File: config.mk
export PLATFORM = sky130hd
export DESIGN_NAME = seg_scan_mux_flat
export DESIGN_NICKNAME = d
export VERILOG_FILES = /design/src/rtl/seg_scan_mux_if.sv /design/src/rtl/seg_scan_mux.sv /design/src/flat_wrapper.sv
export SDC_FILE = /design/constraint.sdc
export NUM_CORES = 1
export LEC_CHECK = 0
export ABC_AREA = 1
export CORE_MARGIN = 10
export CORE_UTILIZATION = 43
export DETAILED_ROUTE_END_ITERATION = 16
export HOLD_SLACK_MARGIN = 0.05
export PLACE_DENSITY = 0.77
export SLEW_MARGIN = 20
export SYNTH_ARGS = -nofsm -noshare
export SYNTH_HDL_FRONTEND = slang
export SYNTH_SLANG_ARGS = --single-unit
File: constraint.sdc
create_clock -name clk -period 7.5 [get_ports clk]
set_input_delay 1.5 -clock clk [delete_from_list [all_inputs] [get_ports clk]]
set_output_delay 1.5 -clock clk [all_outputs]
set_load 0.05 [all_outputs]
File: src/rtl/seg_scan_mux_if.sv
// Display-side bundle of the seven-segment scanner: frame data in, per-digit drive out.
// The master drives the display value; the slave (the scanner) drives the digit lines.
interface seg_scan_mux_if #(
  parameter int NUM_DIGITS = 8
);
  logic [4*NUM_DIGITS-1:0] data;
  logic [NUM_DIGITS-1:0]   dp_en;
  logic                    lz_en;
  logic [3:0]              hex_out;
  logic                    dp_n;
  logic [NUM_DIGITS-1:0]   sel_n;
  logic                    frame;

  modport master (
    output data, dp_en, lz_en,
    input  hex_out, dp_n, sel_n, frame
  );

  modport slave (
    input  data, dp_en, lz_en,
    output hex_out, dp_n, sel_n, frame
  );
endinterface

File: src/rtl/seg_scan_mux.sv
// Time-multiplexed common-anode seven-segment scanner with frame-consistent latching,
// per-digit decimal point, leading-zero suppression and blank gaps between digit slots.
module seg_scan_mux #(
  parameter int NUM_DIGITS   = 8,
  parameter int SCAN_DIV     = 50000,
  parameter int BLANK_CYCLES = 500
) (
  input logic           clk,
  input logic           rst,
  seg_scan_mux_if.slave bus
);
  localparam int DIV_W = (SCAN_DIV > 2) ? $clog2(SCAN_DIV) : 1;
  localparam int IDX_W = $clog2(NUM_DIGITS);
  localparam logic [DIV_W-1:0] DIV_LAST = DIV_W'(SCAN_DIV - 1);
  localparam logic [IDX_W-1:0] IDX_LAST = IDX_W'(NUM_DIGITS - 1);

  logic [DIV_W-1:0]        r_div;
  logic [IDX_W-1:0]        r_idx;
  logic                    r_first;
  logic [4*NUM_DIGITS-1:0] r_shadow_data;
  logic [NUM_DIGITS-1:0]   r_shadow_dp;
  logic                    r_shadow_lz;
  logic [3:0]              r_hex;
  logic                    r_dp_n;
  logic [NUM_DIGITS-1:0]   r_sel_n;
  logic                    r_frame;

  logic                    w_tick;
  logic                    w_wrap;
  logic                    w_load;
  logic                    w_blank;
  logic                    w_suppress;
  logic                    w_upper_zero;
  logic [NUM_DIGITS-1:0]   w_lz_mask;
  logic [NUM_DIGITS-1:0]   w_onehot;

  assign w_tick = (r_div == DIV_LAST);
  assign w_wrap = w_tick && (r_idx == IDX_LAST);
  // The first cycle after reset also loads, so the first frame shows live data.
  assign w_load = w_wrap || r_first;

  // NOTE: sequential state uses non-blocking (<=) so every register samples pre-edge values.
  always_ff @(posedge clk or posedge rst) begin
    if (rst) begin
      r_div   <= '0;
      r_idx   <= '0;
      r_first <= 1'b1;
    end else begin
      r_first <= 1'b0;
      if (w_tick) begin
        r_div <= '0;
        r_idx <= (r_idx == IDX_LAST) ? '0 : r_idx + IDX_W'(1);
      end else begin
        r_div <= r_div + DIV_W'(1);
      end
    end
  end

  always_ff @(posedge clk or posedge rst) begin
    if (rst) begin
      r_shadow_data <= '0;
      r_shadow_dp   <= '0;
      r_shadow_lz   <= 1'b0;
    end else if (w_load) begin
      r_shadow_data <= bus.data;
      r_shadow_dp   <= bus.dp_en;
      r_shadow_lz   <= bus.lz_en;
    end
  end

  // w_lz_mask[k] is set when digit k and every digit above it hold zero.
  // NOTE: all always_comb outputs get a default first so no path can infer a latch.
  always_comb begin
    w_lz_mask    = '0;
    w_upper_zero = 1'b1;
    for (int k = NUM_DIGITS - 1; k > 0; k--) begin
      w_upper_zero = w_upper_zero && (r_shadow_data[4*k +: 4] == 4'd0);
      w_lz_mask[k] = w_upper_zero;
    end
  end

  assign w_suppress = r_shadow_lz && w_lz_mask[r_idx];
  assign w_onehot   = NUM_DIGITS'(1) << r_idx;

  if (BLANK_CYCLES == 0) begin : g_no_blank
    assign w_blank = 1'b0;
  end else begin : g_blank
    assign w_blank = (int'(r_div) < BLANK_CYCLES);
  end

  // Registered outputs; hex_out and dp_n track the slot even while sel_n keeps it dark.
  always_ff @(posedge clk or posedge rst) begin
    if (rst) begin
      r_hex   <= 4'd0;
      r_dp_n  <= 1'b1;
      r_sel_n <= '1;
      r_frame <= 1'b0;
    end else begin
      r_hex   <= r_shadow_data[{r_idx, 2'b00} +: 4];
      r_dp_n  <= ~r_shadow_dp[r_idx];
      r_sel_n <= (w_blank || w_suppress) ? '1 : ~w_onehot;
      r_frame <= w_load;
    end
  end

  assign bus.hex_out = r_hex;
  assign bus.dp_n    = r_dp_n;
  assign bus.sel_n   = r_sel_n;
  assign bus.frame   = r_frame;
endmodule

File: src/flat_wrapper.sv
// flat-port wrapper written by rule: the top's interface ports become plain ports
module seg_scan_mux_flat 
#(
  parameter int NUM_DIGITS   = 8,
  parameter int SCAN_DIV     = 50000,
  parameter int BLANK_CYCLES = 500
)
  (clk, rst, bus_data, bus_dp_en, bus_lz_en, bus_hex_out, bus_dp_n, bus_sel_n, bus_frame);
  seg_scan_mux_if #(.NUM_DIGITS(NUM_DIGITS)) bus_i ();
  input logic clk;
  input logic rst;
  input wire logic [$bits(bus_i.data)-1:0] bus_data;
  input wire logic [$bits(bus_i.dp_en)-1:0] bus_dp_en;
  input wire logic [$bits(bus_i.lz_en)-1:0] bus_lz_en;
  output wire logic [$bits(bus_i.hex_out)-1:0] bus_hex_out;
  output wire logic [$bits(bus_i.dp_n)-1:0] bus_dp_n;
  output wire logic [$bits(bus_i.sel_n)-1:0] bus_sel_n;
  output wire logic [$bits(bus_i.frame)-1:0] bus_frame;
  assign bus_i.data = bus_data;
  assign bus_i.dp_en = bus_dp_en;
  assign bus_i.lz_en = bus_lz_en;
  assign bus_hex_out = bus_i.hex_out;
  assign bus_dp_n = bus_i.dp_n;
  assign bus_sel_n = bus_i.sel_n;
  assign bus_frame = bus_i.frame;
  seg_scan_mux #(.NUM_DIGITS(NUM_DIGITS), .SCAN_DIV(SCAN_DIV), .BLANK_CYCLES(BLANK_CYCLES)) u_core (.clk(clk), .rst(rst), .bus(bus_i));
endmodule
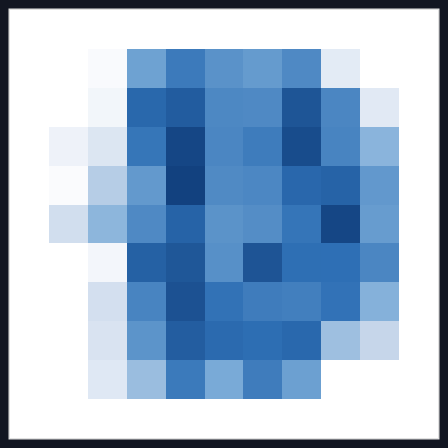
(images/density.png)
11 x 11 tiles, from white (low) to dark blue (high), 0 to 100% covered.
nearly empty tiles: 41%
mean over tiles: 34%
tiles over 75% full: 15%
densest ninth of the die: middle
fullest tile: 93%

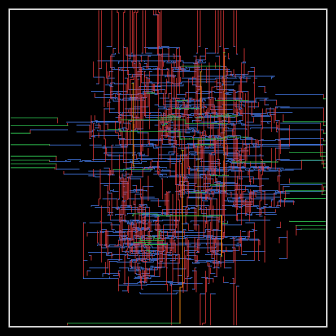
(images/metal_stack.png)
| colour | layer | wire length |
|---|---|---|
| orange | met4 | 196 um |
| red | met2 | 4130 um |
| green | met3 | 556 um |
| blue | met1 | 3730 um |
wire per inst: 14.3 um
overall via count from detail_route: 3084

==> report_table.html <==
<p>Metrics extracted from the flow reports.</p>
<table>
<tr><th>Metric</th><th>Value</th></tr>
<tr><th colspan="2">Run status</th></tr>
<tr><td>Run status</td><td>finished, final reports clean</td></tr>
<tr><th colspan="2">Detailed routing</th></tr>
<tr><td>Remaining antenna violation count</td><td>0</td></tr>
<tr><td>DR vias/cell</td><td>5.11</td></tr>
<tr><th colspan="2">Critical path</th></tr>
<tr><td>Critical path data required time</td><td>6.00 ns</td></tr>
<tr><td>Setup crit start</td><td>u_core.bus.sel_n[5]$_DFF_PP1_</td></tr>
<tr><td>CP Data Arrival Time</td><td>1.68 ns</td></tr>
<tr><td>Cell count along the critical path</td><td>1</td></tr>
<tr><td>Max FO, Critical Path</td><td>1</td></tr>
<tr><td>Kind of critical path</td><td>flop to primary output</td></tr>
<tr><th colspan="2">Synthesis</th></tr>
<tr><td>Largest family of logic cells by area</td><td>simple AND/OR/NAND/NOR gates</td></tr>
<tr><td>Main area contributors after synthesis</td><td>sky130_fd_sc_hd__dfrtp_1 (45%), sky130_fd_sc_hd__nand2_1 (11%), sky130_fd_sc_hd__dfstp_2 (7.2%), sky130_fd_sc_hd__nand3_1 (6.0%), sky130_fd_sc_hd__inv_1 (5.0%)</td></tr>
<tr><td>Cell total in the yosys stat output</td><td>442</td></tr>
<tr><td>Number of distinct library cells after synthesis</td><td>31</td></tr>
<tr><td>Leading area contributor after synthesis</td><td>sky130_fd_sc_hd__dfrtp_1</td></tr>
<tr><td>Post-synth design cell area</td><td>3640 um^2</td></tr>
<tr><td>Main flop type after synthesis</td><td>sky130_fd_sc_hd__dfrtp_1</td></tr>
<tr><td>Area share of the largest cell type after synthesis</td><td>44.7%</td></tr>
<tr><td>Gate count after technology mapping</td><td>442</td></tr>
<tr><td>Area of the synthesized netlist per yosys stat</td><td>3640 um^2</td></tr>
<tr><th colspan="2">Timing</th></tr>
<tr><td>Endpoints failing hold</td><td>0</td></tr>
<tr><td>Setup TNS</td><td>0 ns</td></tr>
<tr><td>Worst setup skew after layout</td><td>0.00842 ns</td></tr>
<tr><td>Number of setup violations in the final report</td><td>0</td></tr>
<tr><td>RSZ-0062 raised after global routing</td><td>false</td></tr>
<tr><td>Transition time at the pin with the least slew margin</td><td>0.919 ns</td></tr>
<tr><th colspan="2">Global routing</th></tr>
<tr><td>Antenna violations before repair</td><td>0</td></tr>
<tr><td>First-pass GRT wire length</td><td>14.7 mm</td></tr>
<tr><td>Maximum number of pins on one net before global-route repair</td><td>76</td></tr>
<tr><td>Total overflow reported by the global router</td><td>0</td></tr>
<tr><th colspan="2">Power</th></tr>
<tr><td>Power dissipated in combinational cells</td><td>0.0000912 W</td></tr>
<tr><td>Main power-consuming group</td><td>sequential cells</td></tr>
<tr><td>Final total power</td><td>0.000858 W</td></tr>
<tr><td>Worst IR drop on VDD</td><td>0.0000954 V</td></tr>
<tr><td>Reported sequential group power</td><td>0.000442 W</td></tr>
<tr><th colspan="2">Job</th></tr>
<tr><td>OpenROAD warning count</td><td>30</td></tr>
<tr><th colspan="2">Placement</th></tr>
<tr><td>Weighted congestion reported at the end of routability-driven placement</td><td>0.898</td></tr>
<tr><td>Half-perimeter wire length after placement</td><td>6.23 mm</td></tr>
<tr><td>Total of buffers placed on input and output ports</td><td>56</td></tr>
<tr><th colspan="2">Clocking</th></tr>
<tr><td>CTS H-Tree Depth</td><td>3</td></tr>
<tr><td>Number of hold buffers added after CTS</td><td>0</td></tr>
<tr><th colspan="2">Final layout</th></tr>
<tr><td>Antenna diodes</td><td>0</td></tr>
<tr><th colspan="2">Floorplan</th></tr>
<tr><td>Die Outline Area</td><td>12600 um^2</td></tr>
</table>
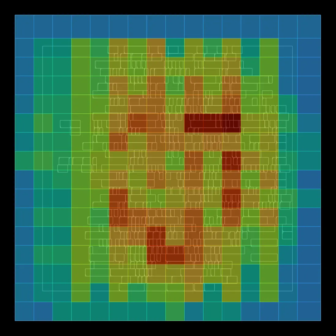
(images/final_congestion.png)
met2 layer usage reported by global route: 21.4%
met1 track utilization from global routing: 17.4%
Util after Layout: 54.0%

-- final cells by class --
cell class | count | area share [%]
Multi-Input combinational cell | 300 | 32.8
Sequential cell | 75 | 42.6
Timing Repair Buffer | 57 | 12.8
Inverter | 50 | 4.23
Tap cell | 105 | 2.96
Clock inverter | 1 | 0.676
Clock buffer | 15 | 3.97
-- state kept, by name (all words and copies together), names as in the netlist, 3 cells and up --
signal	count
u_core.r_div	16
u_core.r_shadow_data	32
u_core.bus.hex_out	4
u_core.bus.sel_n	8
u_core.r_shadow_dp	8
u_core.r_idx	3
-- layer usage --
metal / track usage [%] / share of wire, % / vias to the layer above
met4: 6.60 / 2.3 / 0
met5: 0 / 0 / -
li1: - / - / 1508
met1: 17.4 / 43 / 1467
met2: 21.4 / 48 / 93
met3: 4.58 / 6.5 / 16
No activity file was given, so power comes from the tool's default toggle rates.
